$ cat src/rtl/mac_inverse_div.sv
// Sequential inverse of the dadda MAC: recovers a = ({cout,mult_out} - x) / b
// by restoring division, with remainder and error flags, valid/ready on both sides.
module mac_inverse_div (
    input  logic        clk,
    input  logic        rst,
    input  logic        in_valid,
    output logic        in_ready,
    input  logic [15:0] mult_out,
    input  logic        cout,
    input  logic [15:0] x,
    input  logic [7:0]  b,
    output logic        out_valid,
    input  logic        out_ready,
    output logic [16:0] a_q,
    output logic [7:0]  rem,
    output logic        div_zero,
    output logic        neg,
    output logic        ovf
);

    // Handshake: a transfer happens on a rising edge where valid && ready are both
    // high; the source holds its data and valid stable until that edge.

    typedef enum logic [1:0] {IDLE, SUB, DIV, DONE} state_t;

    state_t      state;
    state_t      state_nxt;

    logic [16:0] res_r;
    logic [15:0] x_r;
    logic [7:0]  b_r;
    logic [16:0] dvd;
    logic [16:0] quo;
    logic [7:0]  prem;
    logic [4:0]  cnt;

    logic        accept;
    logic [17:0] diff;
    logic        sub_neg;
    logic        sub_dz;
    logic [8:0]  rem_t;
    logic [8:0]  rem_sub;
    logic        take;
    logic [7:0]  rem_nxt;
    logic [16:0] quo_nxt;

    assign accept  = in_valid && in_ready;

    // 18-bit subtraction so the top bit is the borrow
    assign diff    = {1'b0, res_r} - {2'b00, x_r};
    assign sub_neg = diff[17];
    assign sub_dz  = (b_r == 8'd0);

    assign rem_t   = {prem, dvd[16]};
    assign rem_sub = rem_t - {1'b0, b_r};
    assign take    = (rem_t >= {1'b0, b_r});
    assign rem_nxt = take ? rem_sub[7:0] : rem_t[7:0];
    assign quo_nxt = {quo[15:0], take};

    always_ff @(posedge clk or posedge rst) begin
        if (rst) begin
            state <= IDLE;
        end else begin
            state <= state_nxt;
        end
    end

    always_comb begin
        state_nxt = state;
        case (state)
            IDLE: if (accept) state_nxt = SUB;
            SUB:  state_nxt = (sub_neg || sub_dz) ? DONE : DIV;
            DIV:  if (cnt == 5'd0) state_nxt = DONE;
            DONE: if (out_ready) state_nxt = IDLE;
            default: state_nxt = IDLE;
        endcase
    end

    always_comb begin
        in_ready  = 1'b0;
        out_valid = 1'b0;
        case (state)
            IDLE:    in_ready  = 1'b1;
            DONE:    out_valid = 1'b1;
            default: ;
        endcase
    end

    always_ff @(posedge clk or posedge rst) begin
        if (rst) begin
            res_r    <= '0;
            x_r      <= '0;
            b_r      <= '0;
            dvd      <= '0;
            quo      <= '0;
            prem     <= '0;
            cnt      <= '0;
            a_q      <= '0;
            rem      <= '0;
            div_zero <= 1'b0;
            neg      <= 1'b0;
            ovf      <= 1'b0;
        end else begin
            case (state)
                IDLE: begin
                    if (accept) begin
                        res_r <= {cout, mult_out};
                        x_r   <= x;
                        b_r   <= b;
                    end
                end
                SUB: begin
                    if (sub_neg || sub_dz) begin
                        a_q      <= '0;
                        rem      <= '0;
                        div_zero <= sub_dz;
                        neg      <= sub_neg;
                        ovf      <= 1'b0;
                    end else begin
                        dvd  <= diff[16:0];
                        prem <= '0;
                        quo  <= '0;
                        cnt  <= 5'd16;
                    end
                end
                DIV: begin
                    dvd  <= {dvd[15:0], 1'b0};
                    prem <= rem_nxt;
                    quo  <= quo_nxt;
                    if (cnt == 5'd0) begin
                        // last quotient bit: publish the result registers
                        a_q      <= quo_nxt;
                        rem      <= rem_nxt;
                        ovf      <= |quo_nxt[16:8];
                        div_zero <= 1'b0;
                        neg      <= 1'b0;
                    end else begin
                        cnt <= cnt - 5'd1;
                    end
                end
                default: ;
            endcase
        end
    end

endmodule

$ cat config.mk
export PLATFORM = sky130hd
export DESIGN_NAME = mac_inverse_div
export DESIGN_NICKNAME = d
export VERILOG_FILES = /design/src/rtl/mac_inverse_div.sv
export SDC_FILE = /design/constraint.sdc
export NUM_CORES = 1
export LEC_CHECK = 0
export CAP_MARGIN = 20
export CORE_UTILIZATION = 50
export CTS_CLUSTER_DIAMETER = 200
export DETAILED_ROUTE_END_ITERATION = 12
export GPL_ROUTABILITY_DRIVEN = 0
export PLACE_DENSITY = 0.73
export SLEW_MARGIN = 20
export SYNTH_ARGS = -nofsm -noshare
export SYNTH_HDL_FRONTEND = slang
export SYNTH_SLANG_ARGS = --single-unit
$ cat constraint.sdc
create_clock -name clk -period 5 [get_ports clk]
set_input_delay 1 -clock clk [delete_from_list [all_inputs] [get_ports clk]]
set_output_delay 1 -clock clk [all_outputs]
set_load 0.01 [all_outputs]
run_1/congestion_map.png
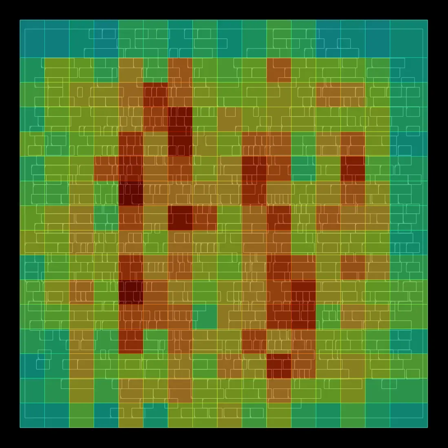
met2 Usage GRT: 36.4%
GR peak layer: met2
Post-Route Utilization: 65.2%
gr usage total: 21.9%
grt met3 use: 4.89%

run_1/class_map.png
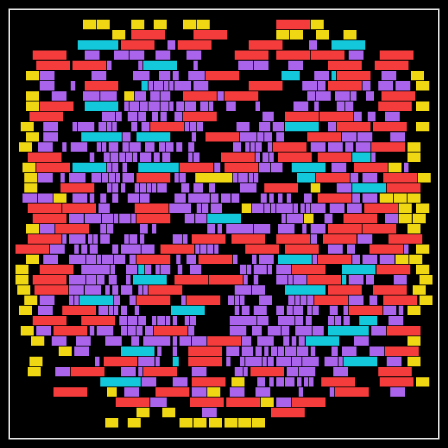
- red: registers (cells 117)
- purple: remaining logic cells (cells 447)
- yellow: remaining buffers and delay cells (cells 80)
- cyan: clock drivers and dummy loads (cells 32)

run_1/floorplan.png
Scale bar: 20 um. Pins as bars on the die edge.
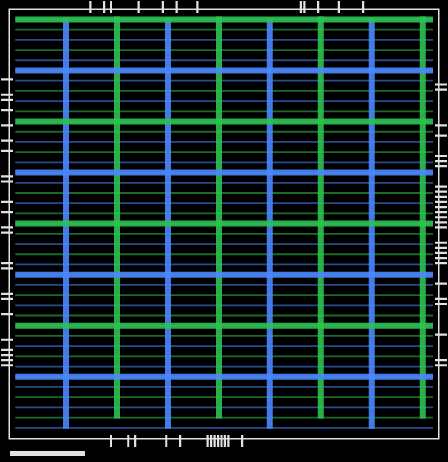
- green: VDD
- blue: VSS
- met1 rails: 41
- rows: 40
- signal pins: 75

run_1/util_map.png
Scale bar: 20 um. The die is cut into 11 by 11 equal tiles; black is low, pale yellow is high, 0 to 100% covered.
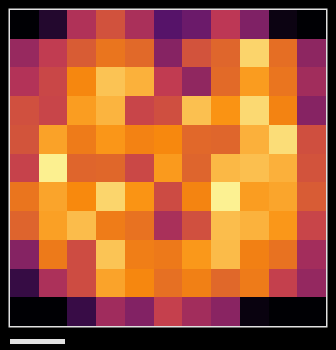
- fullest tile: 97%
- tiles over 75% full: 27%
- mean over tiles: 59%
- nearly empty tiles: 5.0%

run 1: flip-flops by register name, indices dropped and copies added, names as in the netlist:
signal,flops
rem,8
res_r,17
x_r,16
quo,16
dvd,17
cnt,5
neg,1
div_zero,1
ovf,1
a_q,17
b_r,8
prem,8
state,2
run 1: power breakdown:
part	switching, W	total, W	leakage (nW)	internal [W]
sequential	0.000177	0.00143	1.49	0.00125
combinational	0.00171	0.00303	1.84	0.00132
clock	0.000407	0.00139	0.337	0.000984
total	0.00230	0.00585	3.66	0.00355
run 1: layout make-up:
cell class	instances	area, sq um	area share (%)
flip-flops and latches	117	2930	37.1
multi-input cells	399	3090	39.1
well taps	168	210	2.66
inverters	48	183	2.31
clock inverters	9	195	2.47
clock buffers	23	488	6.18
repair buffers	80	806	10.2
==> deck_impl_summary.md, run 1 <==
Run Summary

Layout
  – Cell Count, Final, Fillers Out: ~840
  – Commonest Layout Cell: dfrtp_1
  – Filler cell count: 979
  – Final #Nets: 740

Critical path
  – R2R setup slack: approximately 2.1 ns
  – Crit path buf inv count: 1
  – Worst setup SP type: flop
  – Levels on crit path: 9
  – Max Fanout on Critical Path: 28
  – WP data required: 5.29 ns
  – Crit-path slowest cell: buf_4
  – RR Endpoint: a_q[4]
  – CP cell instances: ha_1 > a21o_1 > a211oi_2 > nand2_1 > nand3_1 > a21oi_2 > a211oi_4 > buf_4 > mux2_1
  – Worst r2r src: res_r[14]
  – Crit path from: res_r[14]

Synthesis
  – Netlist Area Pre-Place: 6280 sq um
  – Post-Synth Adder-Cell Area: under 10%
  – AO/OA Area Share: 13.6%
  – Yosys warning tally: 0
  – Post-synth EDFFs: 0
  – Syn nets: roughly 660
  – Gate Count Post-Synth: 582
  – Simple-Gate Area Share: 10.9%
  – Yosys xor share: 1.12%
  – Count leader, synth: dfrtp_1
  – Top-area cell share: 46.7%
  – Ys flops: between 100 and 150
  – Main area contributors: dfrtp_1 47%, mux2_2 12%, ha_1 6.0%
  – Sequential fraction of the synthesis area: between 40% and 50%
  – Mux cell area share: approximately 17%

Route
  – Final wirelength: about 13000 um
  – Post-route ant nets: 0
  – Met2 WL: 6340 um
  – DR vias/cell: ~5.5
  – DRC: 0

Run
  – Tool Warnings: 30
  – Max Cap Viol: 0

Min path
  – Worst hold stages: 1
  – HP Class: flop to flop
  – WHS Endpoint: rem[4]

Clocking
  – Max H-tree Level: 4
  – CTS Root Cell: clkbuf_16
  – Cts hold-fix bufs: 0
  – PostCTS Resize Cnt: 0
  – CTS clk-pin slew, worst paths: 0.05 ns
  – CTS Sinks: 117
  – Setup repair bufs after CTS: 0

Global routing
  – Grt ovf: 0
  – Initial antenna violation count: 0
  – Largest net degree at the start of global routing: ~53
  – Met1 Usage GRT: between 20% and 30%

Timing
  – Final Slew Violations: 0
  – RSZ-0062 raised after global routing: no
  – Final Cycle Share: 58.3%
  – Layout Skew: 0.00981 ns
  – Actual slew at the worst max-slew pin: 1.01 ns
  – Setup TNS: 0 ns
  – Slew headroom: 32.2%

Placed design
  – Post-DP HPWL: between 8000 and 9000 um
  – Placement Setup Slack: 1.83 ns

Die
  – Row cnt: 40
  – Die area: 13000 sq um
  – Fp_density: about half

Status
  – Outcome: completed

Power and ir drop
  – Leak: between 3 and 4 nW
  – Pwr Density: 740 nW/um^2
  – Peak VDD IR: just over 0.0004 V
run_1/port_trees.png
Scale bar: 20 um.
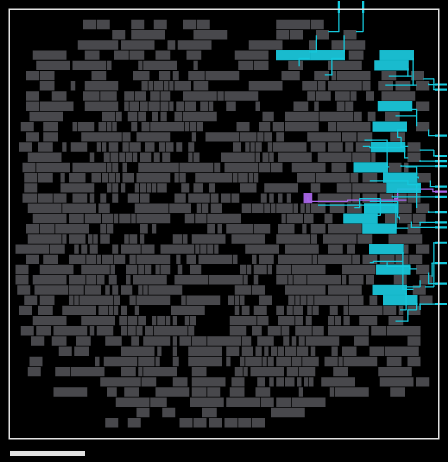

==> inputs of run 2 (changes only) <==
==> constraint.sdc (replaced) <==
create_clock -name clk -period 3 [get_ports clk]
set_input_delay 0.6 -clock clk [delete_from_list [all_inputs] [get_ports clk]]
set_output_delay 0.6 -clock clk [all_outputs]
set_load 0.01 [all_outputs]
run_2/port_trees.png
Scale bar: 20 um.
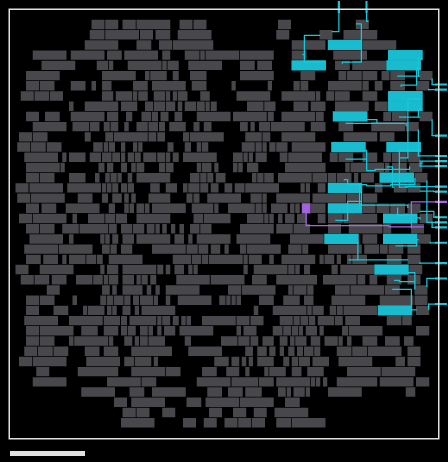
- purple: `out_ready` (direction input; edge right; end cells 1; buffers 1; wire 49.7 um)
- cyan: `a_q` (direction output; edge 15 right, 2 top; end cells 17; buffers 17; wire 374 um)
I/O Buffers: 74
Ports: 75

==> deck_impl_summary.md, run 2 <==
Run Summary

Route
  – Final wirelength: 13100 um (+2.0%)
  – Detailed-routing wirelength on met1: 5610 um
  – Post-route ant nets: 0 (unchanged)
  – Detailed Route Iter0 Violations: about 200
  – Routed WL per cell: between 15 and 20 um
  – DR top layer: met4
  – DRC: 0 (unchanged)
  – DR vias/cell: 5.46 (-0.28%)
  – Met2 WL: 6700 um (+5.7%)
  – Routed vias: 4640

Power and ir drop
  – Clock network power: 0.00230 W (+65%)
  – Comb power: 0.00511 W (+69%)
  – Switch share: 39.9% (+0.60 points)
  – Sequential cell fraction of total power: 24.4% (about the same)
  – Pwr Density: 1230 nW/um^2 (+67%)
  – Comb pwr share: 52.2% (+0.4 points)
  – Net switching power: 0.00390 W (+70%)
  – Peak VDD IR: 0.000648 V (+57%)
  – Int Power: 0.00588 W (+66%)
  – P_seq: 0.00238 W (+66%)
  – Highest-power group: combinational cells
  – Leak: 3.66 nW (about the same)
  – Clock network fraction of total power: 23.5% (-0.3 points)

Global routing
  – GR peak layer: met2
  – Met1 Usage GRT: 26.0% (-1.4 points)
  – Grt met3 use: 4.99% (+0.11 points)
  – First-pass GRT wire length: 22600 um
  – Grt ovf: 0 (unchanged)
  – Vias in the first global route: about 4800
  – Initial antenna violation count: 0 (unchanged)
  – Gr usage total: 22.4% (+0.54 points)
  – Met2 Usage GRT: 39.7% (+3.3 points)
  – Largest net degree at the start of global routing: 48 (-9.4%)

Timing
  – Setup TNS: 0 ns (unchanged)
  – Hold Vio Cnt, Final: 0
  – Final Worst Setup Slack: 0.247 ns
  – Final worst path period need: 2.75 ns
  – Layout Skew: 0.00598 ns (-0.00383 ns)
  – F_max: 363 MHz
  – Final Slew Violations: 0 (unchanged)
  – Final Cycle Share: 91.8% (+33 points)
  – RSZ-0062 raised after global routing: no
  – Actual slew at the worst max-slew pin: 0.586 ns (-0.428 ns)
  – Slew headroom: 60.9% (+29 points)
  – Worst Hold Slack: 0.479 ns

Placed design
  – Cell Count Post-Placement: 818
  – Placement Cell Area: 7250 sq um
  – Placement Setup Slack: 0.309 ns (-1.52 ns)
  – Post-DP HPWL: 9240 um (+3.0%)

Clocking
  – CTS clk-pin slew, worst paths: 0.06 ns (about the same)
  – Setup repair bufs after CTS: 0 (unchanged)
  – CTS Sinks: 117 (unchanged)
  – Cts hold-fix bufs: 0 (unchanged)
  – CTS Root Cell: clkbuf_16
  – Max H-tree Level: 4 (unchanged)
  – CTS tree: yes
  – CTS Buffer Depth: 2
  – Clk latency late pin: around 0.42 ns
  – PostCTS Resize Cnt: 0 (unchanged)

Synthesis
  – Yosys warning tally: 0 (unchanged)
  – Ys flop type: dfrtp_1
  – Ys async rst share: 100%
  – Post-Synth Adder-Cell Area: 6.62% (unchanged)
  – Sequential fraction of the synthesis area: 46.7% (unchanged)
  – Simple-Gate Area Share: 10.9% (unchanged)
  – Mux cell area share: 16.8% (unchanged)
  – Syn nets: 659 (unchanged)
  – Post-synth EDFFs: 0 (unchanged)
  – Main area contributors: dfrtp_1 47%, mux2_2 12%, ha_1 6.0%
  – Mean Syn Cell Area: 10.8 sq um
  – AO/OA Area Share: 13.6% (unchanged)
  – Count leader, synth: dfrtp_1
  – Netlist Area Pre-Place: 6280 sq um (unchanged)
  – Yosys synthesis chip area: 6280 sq um
  – Yosys xor share: 1.12% (unchanged)
  – Cell accounting for the most synthesized area: dfrtp_1
  – Gate Count Post-Synth: 582 (unchanged)
  – Top-area cell share: 46.7% (unchanged)
  – Ys flops: 117 (unchanged)

Critical path
  – Crit-path slowest cell: a211oi_1
  – Worst setup SP type: flop
  – CP cell instances: inv_1 > ha_1 > fa_1 > nand2b_1 > a211oi_1 > o2111ai_1 > a21oi_1 > nor4b_1 > a41oi_1 > a31oi_1
  – Crit path buf inv count: 1 (unchanged)
  – Crit path from: res_r[0]
  – WP data required: 3.29 ns (-2.00 ns)
  – CP Data Arrival Time: 3.05 ns
  – Worst r2r src: res_r[0]
  – Cell family with most CP delay: AND-OR/OR-AND gates
  – Max Fanout on Critical Path: 3 (-89%)
  – CP Capture Type: flop

Min path
  – HP Class: flop to flop
  – Worst Hold Launch: dvd[5]

Layout
  – Commonest Layout Cell: dfrtp_1
  – Cell Count, Final, Fillers Out: 850 (+0.71%)
  – N_diodes: 0
  – Final #Nets: 746 (+0.81%)
  – Regs by FF count: a_q (17), dvd (17), res_r (17)
  – Post-Layout Inst Area: about 7900 sq um
  – Post-Route Utilization: 65.4% (+0.23 points)
  – Synth-to-layout area growth: 26.3%

Die
  – Row cnt: 40 (unchanged)
  – Die area: 13000 sq um (unchanged)
  – Fp_density: 51.8% (unchanged)

Status
  – Outcome: completed

Run
  – Tool Warnings: 30 (unchanged)
  – Max Cap Viol: 0 (unchanged)
run_2/floorplan.png
Scale bar: 20 um. Pins as bars on the die edge.
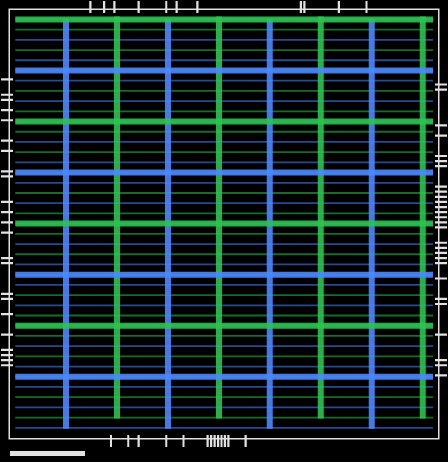
- blue: VSS
- green: VDD
- met5 straps: 8
- met4 straps: 8
- met1 rails: 41
- rows: 40
- signal pins: 75
width of the die: 114 um
core box area: 12100 sq um

run 2: cell counts after synthesis:
No cell type changed its count.
run 2: layout make-up:
| class | instances | area, sq um |
|---|---|---|
| clock inverter | 13 | 229 |
| inverter | 48 | 184 |
| clock buffer | 19 | 443 |
| tap | 168 | 210 |
| timing repair buffer | 86 | 843 |
| multi-input combinational | 399 | 3090 |
| fill | 973 | 4190 |
| sequential | 117 | 2930 |
run 2: path summary, 6_finish.rpt:
kind | slack [ns] | endpoint | depth (start not counted)
max | 0.25 | dvd[12] | 10
min | 0.48 | dvd[5] | 2
max reg2reg | 0.25 | dvd[12] | 10
min reg2reg | 0.48 | dvd[5] | 2
max in group asynchronous | 1.86 | x_r[12] | 3
min in group asynchronous | 0.66 | prem[3] | 3
Power is estimated from default activity; no workload was simulated.
